[src/rtl/tt_scan_driver_pkg.sv]
// Shared definitions for the TT03 scan-chain initiator: state encoding,
// chain geometry and the (slot, bit) -> shift-index mapping.
package tt_scan_driver_pkg;

    localparam int unsigned SLOT_W = 8;

    typedef enum logic [2:0] {
        ST_IDLE    = 3'd0,
        ST_CAPTURE = 3'd1,
        ST_SHIFT   = 3'd2,
        ST_LATCH   = 3'd3,
        ST_DONE    = 3'd4
    } scan_state_t;

    function automatic int unsigned chain_len(input int unsigned num_designs);
        return SLOT_W * num_designs;
    endfunction

    // Shift on which the bit for (slot, bit_pos) leaves the initiator.
    function automatic int unsigned shift_index(input int unsigned num_designs,
                                                input int unsigned slot,
                                                input int unsigned bit_pos);
        return chain_len(num_designs) - 1 - SLOT_W * slot - bit_pos;
    endfunction

endpackage

[src/rtl/tt_scan_clkgen.sv]
// Divider and scan_clk phase; strobes mark the clk12MHz cycle in which
// scan_clk is about to rise or fall.
module tt_scan_clkgen
    import tt_scan_driver_pkg::*;
#(
    parameter int unsigned CLK_DIV = 6
) (
    input  logic clk12MHz,
    input  logic rst,
    input  logic en,
    output logic scan_clk,
    output logic rise_tick_c,
    output logic fall_tick_c
);

    localparam int unsigned CNT_W = (CLK_DIV > 1) ? $clog2(CLK_DIV) : 1;
    localparam logic [CNT_W-1:0] CNT_LAST = CNT_W'(CLK_DIV - 1);

    logic [CNT_W-1:0] cnt_q;
    logic             tick_c;

    assign tick_c      = en && (cnt_q == CNT_LAST);
    assign rise_tick_c = tick_c && !scan_clk;
    assign fall_tick_c = tick_c && scan_clk;

    // Counter and phase park at zero whenever the chain clock is not running.
    always_ff @(posedge clk12MHz) begin
        if (rst || !en) begin
            cnt_q    <= '0;
            scan_clk <= 1'b0;
        end else if (tick_c) begin
            cnt_q    <= '0;
            scan_clk <= ~scan_clk;
        end else begin
            cnt_q    <= cnt_q + CNT_W'(1);
        end
    end

endmodule

[src/rtl/tt_scan_driver.sv]
// TT03 scan-chain initiator: capture all design outputs, shift in a new
// input frame, latch it, and return the target slot's captured byte.
module tt_scan_driver
    import tt_scan_driver_pkg::*;
#(
    parameter int unsigned NUM_DESIGNS = 4,
    parameter int unsigned CLK_DIV     = 6,
    parameter int unsigned IDX_W       = 8
) (
    input  logic             clk12MHz,
    input  logic             rst,
    input  logic             start,
    input  logic [IDX_W-1:0] target,
    input  logic [7:0]       din,
    output logic             busy,
    output logic             done,
    output logic [7:0]       dout,
    output logic             scan_clk,
    output logic             scan_data,
    output logic             scan_select,
    output logic             scan_latch_en,
    input  logic             scan_data_ret
);

    localparam int unsigned N     = chain_len(NUM_DESIGNS);
    localparam int unsigned BIT_W = $clog2(N);
    localparam int unsigned LAT_W = $clog2(2 * CLK_DIV);
    localparam logic [BIT_W-1:0] BIT_LAST = BIT_W'(N - 1);
    localparam logic [LAT_W-1:0] LAT_LAST = LAT_W'(2 * CLK_DIV - 1);

    scan_state_t      state_q, state_d;
    logic             busy_d, done_d, select_d, latch_d;
    logic             clk_en_c, rise_tick_c, fall_tick_c;
    logic             bit_last, latch_last;
    logic [N-1:0]     frame_c, frame_q, shadow_q;
    logic [BIT_W-1:0] bit_cnt_q;
    logic [LAT_W-1:0] latch_cnt_q;
    logic [IDX_W-1:0] target_q;
    logic [7:0]       dout_c;

    assign clk_en_c   = (state_q == ST_CAPTURE) || (state_q == ST_SHIFT);
    assign bit_last   = (bit_cnt_q == BIT_LAST);
    assign latch_last = (latch_cnt_q == LAT_LAST);

    tt_scan_clkgen #(
        .CLK_DIV(CLK_DIV)
    ) u_clkgen (
        .clk12MHz   (clk12MHz),
        .rst        (rst),
        .en         (clk_en_c),
        .scan_clk   (scan_clk),
        .rise_tick_c(rise_tick_c),
        .fall_tick_c(fall_tick_c)
    );

    // State register plus the registered Moore outputs.
    always_ff @(posedge clk12MHz) begin
        if (rst) begin
            state_q       <= ST_IDLE;
            busy          <= 1'b0;
            done          <= 1'b0;
            scan_select   <= 1'b0;
            scan_latch_en <= 1'b0;
        end else begin
            state_q       <= state_d;
            busy          <= busy_d;
            done          <= done_d;
            scan_select   <= select_d;
            scan_latch_en <= latch_d;
        end
    end

    always_comb begin
        state_d = state_q;
        unique case (state_q)
            ST_IDLE:    if (start) state_d = ST_CAPTURE;
            ST_CAPTURE: if (fall_tick_c) state_d = ST_SHIFT;
            ST_SHIFT:   if (fall_tick_c && bit_last) state_d = ST_LATCH;
            ST_LATCH:   if (latch_last) state_d = ST_DONE;
            ST_DONE:    state_d = ST_IDLE;
            default:    state_d = ST_IDLE;
        endcase
    end

    // Outputs decoded from the next state so they align with it after the edge.
    always_comb begin
        busy_d   = 1'b0;
        done_d   = 1'b0;
        select_d = 1'b0;
        latch_d  = 1'b0;
        case (state_d)
            ST_CAPTURE: begin
                busy_d   = 1'b1;
                select_d = 1'b1;
            end
            ST_SHIFT:   busy_d = 1'b1;
            ST_LATCH: begin
                busy_d  = 1'b1;
                latch_d = 1'b1;
            end
            ST_DONE:    done_d = 1'b1;
            default:    ;
        endcase
    end

    always_comb begin
        frame_c = '0;
        for (int unsigned s = 0; s < NUM_DESIGNS; s++) begin
            if (32'(target) == s) frame_c[SLOT_W*s +: SLOT_W] = din;
        end
    end

    always_comb begin
        dout_c = '0;
        for (int unsigned s = 0; s < NUM_DESIGNS; s++) begin
            if (32'(target_q) == s) dout_c = shadow_q[SLOT_W*s +: SLOT_W];
        end
    end

    // Datapath: frame shifts out MSB first on falling ticks, returns land in shadow.
    always_ff @(posedge clk12MHz) begin
        if (rst) begin
            frame_q     <= '0;
            shadow_q    <= '0;
            target_q    <= '0;
            bit_cnt_q   <= '0;
            latch_cnt_q <= '0;
            scan_data   <= 1'b0;
            dout        <= 8'h00;
        end else begin
            if (state_q == ST_IDLE && start) begin
                frame_q   <= frame_c;
                target_q  <= target;
                bit_cnt_q <= '0;
            end
            if (fall_tick_c && (state_q == ST_CAPTURE || (state_q == ST_SHIFT && !bit_last))) begin
                scan_data <= frame_q[N-1];
                frame_q   <= {frame_q[N-2:0], 1'b0};
            end
            if (fall_tick_c && state_q == ST_SHIFT) begin
                if (bit_last) scan_data <= 1'b0;
                else          bit_cnt_q <= bit_cnt_q + BIT_W'(1);
            end
            if (rise_tick_c && state_q == ST_SHIFT) begin
                shadow_q <= {shadow_q[N-2:0], scan_data_ret};
            end
            if (state_q == ST_LATCH) latch_cnt_q <= latch_cnt_q + LAT_W'(1);
            else                     latch_cnt_q <= '0;
            if (state_q == ST_LATCH && latch_last) dout <= dout_c;
        end
    end

endmodule

[config.mk]
export PLATFORM = sky130hd
export DESIGN_NAME = tt_scan_driver
export DESIGN_NICKNAME = d
export VERILOG_FILES = /design/src/rtl/tt_scan_driver_pkg.sv /design/src/rtl/tt_scan_clkgen.sv /design/src/rtl/tt_scan_driver.sv
export SDC_FILE = /design/constraint.sdc
export NUM_CORES = 1
export LEC_CHECK = 0
export CELL_PAD_IN_SITES_DETAIL_PLACEMENT = 0
export CELL_PAD_IN_SITES_GLOBAL_PLACEMENT = 1
export CORE_UTILIZATION = 47
export CTS_BUF_LIST = sky130_fd_sc_hd__clkbuf_16
export DETAILED_ROUTE_END_ITERATION = 16
export PLACE_DENSITY = 0.92
export SYNTH_ARGS = -nofsm -noshare
export SYNTH_HDL_FRONTEND = slang
export SYNTH_HIERARCHICAL = 1
export SYNTH_SLANG_ARGS = --single-unit
[constraint.sdc]
create_clock -name clk12MHz -period 6.1 [get_ports clk12MHz]
set_clock_uncertainty 0.15 [all_clocks]
set_input_delay 0.915 -clock clk12MHz [delete_from_list [all_inputs] [get_ports clk12MHz]]
set_output_delay 0.915 -clock clk12MHz [all_outputs]
set_load 0.02 [all_outputs]
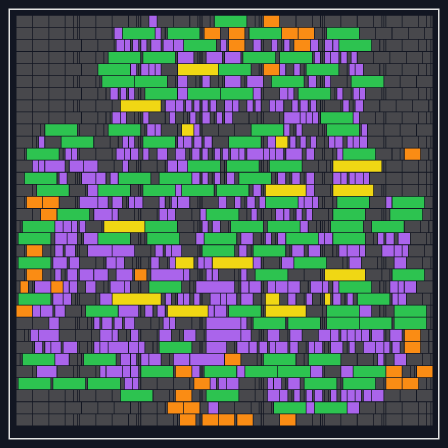
*Cells colored by class, run 1*
Fill, decap, tap and diode cells in gray.
color	class	cells	share of their area
green	registers	101	43%
yellow	clock drivers and dummy loads	16	6.8%
orange	remaining buffers and delay cells	35	7.2%
purple	remaining logic cells	369	43%
flop share of the area: 41.4%
total number of placement rows: 34

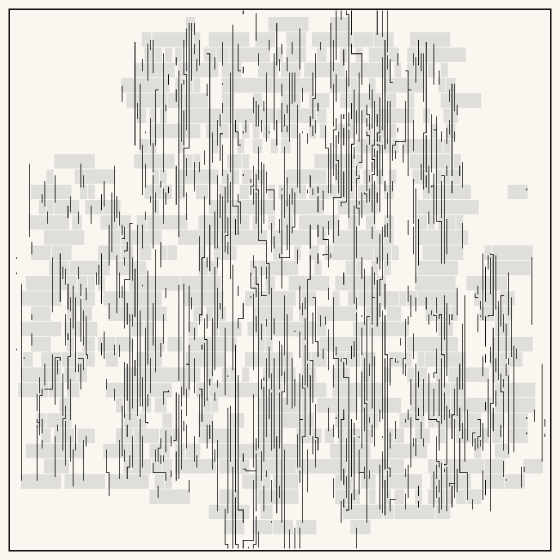
*M2 wires, run 1*
longest straight run	35.0 um
share of all routed wire	48%

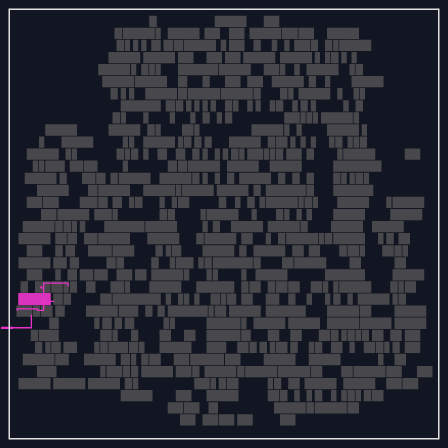
*I/O nets highlighted, run 1*
color	port	bits	direction	end cells	buffers	wire
magenta	scan_clk	1	output	1	1	29.9 um

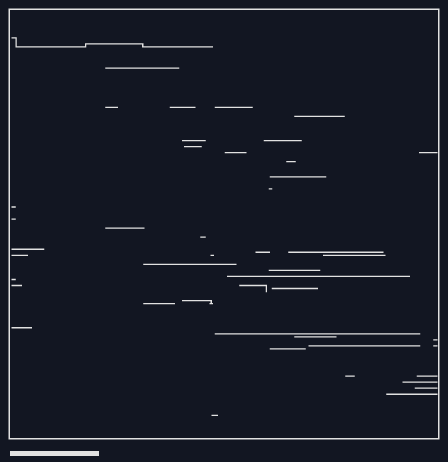
*The metal 3 layer, run 1*
Bar = 20 um.
wire length on this layer	424 um
longest straight run	46.0 um
nets with wire on the layer	32
main direction	horizontal

==> results.cfg, run 1 <==
; implementation run metrics
[status]
status = finished clean

[yosys]
synthMuxAreaShare_pct = 0.747
syn_inst = 500
adder_share_pct = 1.49
most_common_cell = nand2_1
syn_area_um2 = 4190
area_leaders = dfxtp_1, nand2_1, a21oi_1, a22oi_1, clkbuf_1
ys_types = 43
yosysTopAreaCell = dfxtp_1

[power_and_ir_drop]
pwr-share-comb_pct = 4.8
pwr-share-clk_pct = 45.5
power_density_nw_per_um2 = 276
p_int_mw = 1.05
maxPowerGroup = sequential cells
leakage_nw = 1.57
p_sw_share_pct = 22.3

[worst_setup_path]
worst_r2r_endpoint = frame_q[13]
slowest_delay_ps = 1050
path_buffers = 0
critical_path_depth = 7
worstReg2RegStart = state_q[1]

[clock_tree]
htreeDepth = 3
cts.root.buffer_cell = clkbuf_16

[placed_design]
place_area_um2 = 4560
gp_congestion = 0.772
place_hpwl_um = 6060
dp.cells = 613

[floorplanning]
io_pins = 34
fp-utilization_pct = 48.2
taps = 108
core_area_um2 = 8680

[layout]
num-nonclk-buffers = 35
nClkBuffers = 9
layout_top_cell = nand2_1
inv_count = 6
bufAreaShareNonClock_pct = 6.97
fin_util_pct = 56.3

[route]
ant_nets = 0
highest_layer = met4
first_iter_violations = 205
via_count = 3500
via_per_inst = 5.56

[timing]
worstMarginPinSlew_ps = 1250
setup_slack_ps = 2870
setup_tns_ps = 0
fin_crit_sh_pct = 53.0

[global_routing]
grt_util_met2_pct = 33.4
top_usage_layer = met2
globalRouteOverflowTotal = 0

[min_path]
min_path_type = flip-flop to flip-flop
==> run 2, diff against run 1 <==
Settings changed: CORE_UTILIZATION 47 to 43, PLACE_DENSITY 0.92 to 0.86.
Clock period 6.1 ns to 3.1 ns, I/O delays scaled along.
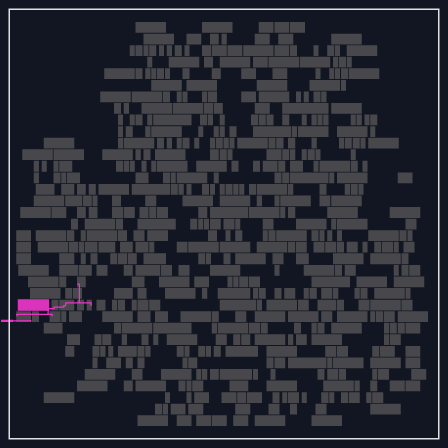
*I/O nets highlighted, run 2*
color	port	bits	direction	end cells	buffers	wire
magenta	scan_clk	1	output	1	1	31.9 um

==> results.cfg, run 2 <==
; implementation run metrics
[status]
status = finished clean

[clock_tree]
htreeDepth = 3

[power_and_ir_drop]
pwr-share-comb_pct = 5.5
leakage_nw = 1.61
pwr-share-clk_pct = 44.0
maxPowerGroup = sequential cells

[worst_setup_path]
worst_r2r_endpoint = frame_q[21]

[floorplanning]
row_count = 35
taps = 129

[route]
via_count = 3581
via_per_inst = 5.44

[global_routing]
globalRouteOverflowTotal = 0

[yosys]
synthMuxAreaShare_pct = 0.747
syn_area_um2 = 4190
adder_share_pct = 1.49

[placed_design]
place_area_um2 = 4640
gp_congestion = 0.760
dp.cells = 641

[layout]
bufAreaShareNonClock_pct = 7.92
fin_util_pct = 53.2
num-nonclk-buffers = 42
inv_count = 6

[timing]
setup_tns_ps = 0
No activity file was given, so power comes from the tool's default toggle rates.
